==> images/power_grid.png <==
Pins as bars on the die edge.
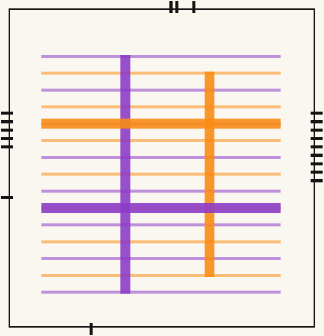
==> images/placement_by_type.png <==
The bar under the picture is 10 um long.
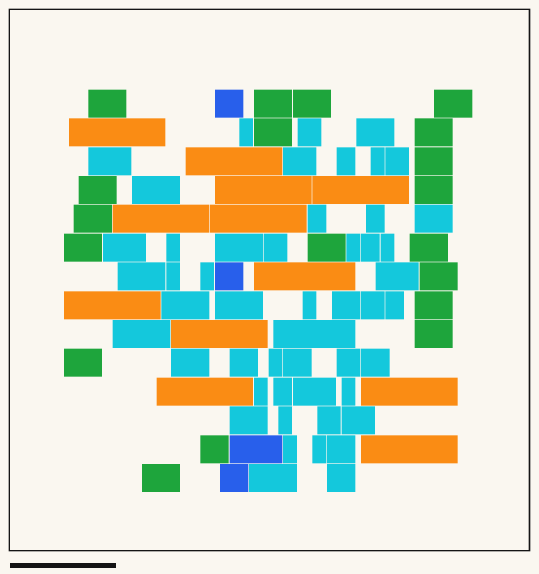
==> images/clk_routes.png <==
The bar under the picture is 10 um long.
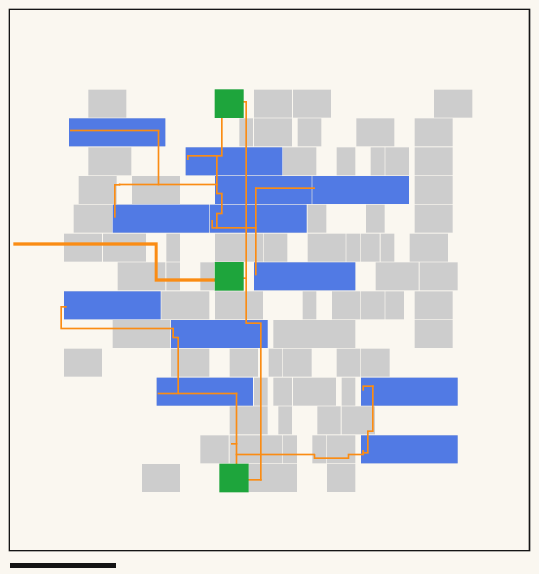
==> images/wires.png <==
Only two layers are drawn.
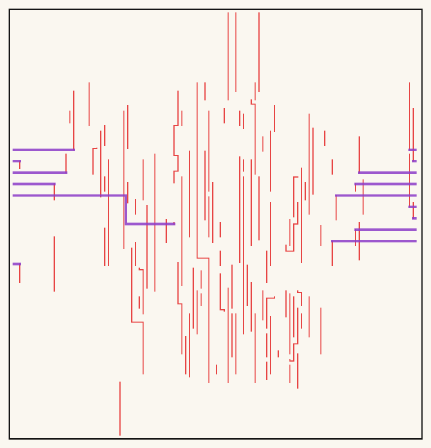
==> config.mk <==
export PLATFORM = sky130hd
export DESIGN_NAME = color_cmd_scheduler
export DESIGN_NICKNAME = d
export VERILOG_FILES = /design/src/rtl/color_cmd_scheduler.sv
export SDC_FILE = /design/constraint.sdc
export NUM_CORES = 1
export LEC_CHECK = 0
export CAP_MARGIN = 15
export CORE_AREA = 5 5 44 46
export DETAILED_ROUTE_END_ITERATION = 10
export DIE_AREA = 0 0 49 51
export HOLD_SLACK_MARGIN = 0.08
export PLACE_DENSITY = 0.76
export SKIP_CTS_REPAIR_TIMING = 1
export SLEW_MARGIN = 10
export SYNTH_ARGS = -nofsm -noshare
export SYNTH_HDL_FRONTEND = slang
export SYNTH_SLANG_ARGS = --single-unit
==> constraint.sdc <==
create_clock -name clk -period 3.5 [get_ports clk]
set_clock_uncertainty 0.1 [all_clocks]
set_input_delay 0.525 -clock clk [delete_from_list [all_inputs] [get_ports clk]]
set_output_delay 0.525 -clock clk [all_outputs]
set_load 0.005 [all_outputs]
==> results_dict.tcl <==
# collected from the flow reports
set metrics [dict create \
    synth_top_cell_by_area "dfrtp_1" \
    busiest_layer "met2" \
    die_w_um 49 \
    buffers 19 \
    required_ns 2.87 \
    ff_latch_area_um2 301.5 \
    logic_area_um2 356.6 \
    finalWeightedCongestion 0.7359 \
    n_tap_cell 16 \
    edf_count 0 \
    nClkBuffers 4 \
    n_all_inverters 6 \
    warnings 30 \
    fin_nets 102 \
    route.met2.wl_um 632 \
    rr_worst_depth 5 \
    cts_max_level 1 \
    initCoreUtil 0.4685 \
    grt_pass1_wl_um 2635 \
    reg2reg_slack_ns 1.73 \
    ys_sh_adder 0.1089 \
    cp.depth 4 \
    top_logic_kind "AND-OR/OR-AND gates" \
    post-route-min-period_ns 2.681 \
    fin_cells 101 \
    maxCapViolCount 0 \
    grt_max_degree 11 \
    p_int_uw 424.5 \
    ys_warn_count 0 \
    flop_cell "dfrtp_1" \
    pwr-share-comb 0.481 \
    dp_slack_ns 0.8192 \
    leakage_nw 0.4472 \
    ys_types 31 \
    ys.flops 12 \
    dpl.cell_count 97 \
    mux_share 0.1125 \
    run_status "finished, final reports clean" \
    power.switching_uw 216.5 \
    max_freq_mhz 372.9 \
    cp_num_buf_inv 2 \
    finalCritPeriodShare 0.7661 \
    wl_met3_um 84 \
    power_leader "combinational cells" \
    ys_cells 64 \
    cp-end-kind "output port" \
    synth_top_area_share 0.3993 \
    p_seq_frac 0.344 \
    synth.most_common_cell "dfrtp_1" \
    start_kind "primary input" \
    path_clk_slew_ns 0.08 \
    grt.overflow.total 0 \
    ys_chip_area_um2 689.4 \
    ios 19 \
    synth.top_cells.by_area "dfrtp_1, ha_1, mux2i_1" \
    met1_usage 0.1757 \
    slew_violations 0 \
    drt_first_pass_iters 3 \
    layout-drive-gt1-share 0.1412 \
    slowest_stage "clkdlybuf4s50_1" \
    ff_count 12 \
    cts_tree "yes" \
    antenna_found_initial 0 \
    holdWs_ns 0.3737 \
    crit_family "buffers and inverters" \
    rsz0062_at_grt "no" \
    yosys.area_share.xor_xnor 0 \
    power_density_nw_per_um2 693.3 \
    maxSlewHeadroom 0.6865 \
    path_cells "clkdlybuf4s50_1 > a21boi_2 > and3_1 > clkdlybuf4s50_1" \
    lay_top_cells "clkdlybuf4s50_1, dfrtp_1, inv_1, ha_1, nand2_1" \
    hold_class "reg2reg" \
    top_layer_used "met3" \
    antenna_cells 0 \
    floorplan.nets 80 \
    critPathArrivalTime_ns 2.06 \
    p_sw_frac 0.3378 \
    critical_path_class "in2out" \
    avgSynthCellArea_um2 10.77 \
    crit_path_frequent_cell "clkdlybuf4s50_1" \
    clock_sinks 12 \
    m1WireLength_um 684 \
    drc_errors 0 \
    cpPeakStageDelay_ns 0.54 \
    syn_to_final_growth_pct 34.12 \
    drt_iter0_drc 4 \
    finalPower_uw 641.0 \
    die_area_um2 2499 \
    synth_cells 64 \
    syn-cell-area_um2 689.4 \
    dp_hpwl_um 1067 \
    grtUsageMet2 0.2000 \
    logic_gate_count 44 \
    tns_ns 0 \
    sh_comb_area 0.3857 \
    ys_sh_simple 0.1307 \
    fill_cells 128 \
    comb_power_uw 308 \
    cts_buffers 3 \
    top_cells_by_count "dfrtp_1, ha_1, inv_1" \
    clkCellAreaFrac 0.03924 \
]
Notes on power_grid.png above:
color	net
purple	VSS
orange	VDD
met5 straps	2
signal pins	19
met4 straps	2
rows	14
Die Y: 51 um
VDD IR max: 0.0004263 V
core area: 1471 um^2

Notes on placement_by_type.png above:
color	class	cells
cyan	combinational and other logic	50
blue	clock drivers and dummy loads	4
orange	flops	12
green	other buffers and delay cells	19
flop share of the area: 0.3261
post-layout util: 0.6284
Final Instance Area: 924.6 um^2
Rows: 14

Notes on clk_routes.png above:
[blue] flip-flops | count: 12
[orange] clock wires | length: 184 um
[green] clock drivers | count: 3
routed clock nets	4
clock-net power: 112 uW
Late-Pin Clk Latency: 0.27 ns
clock share of power: 0.175

Notes on wires.png above:
color	layer	wire length
red	metal 2	633 um
purple	metal 3	84.1 um
DR WL/cell: 13.87 um
wirelength, routed: 1401 um
DR vias: 528
GRT Total Usage: 0.1414

Power and IR drop assume default switching activity.
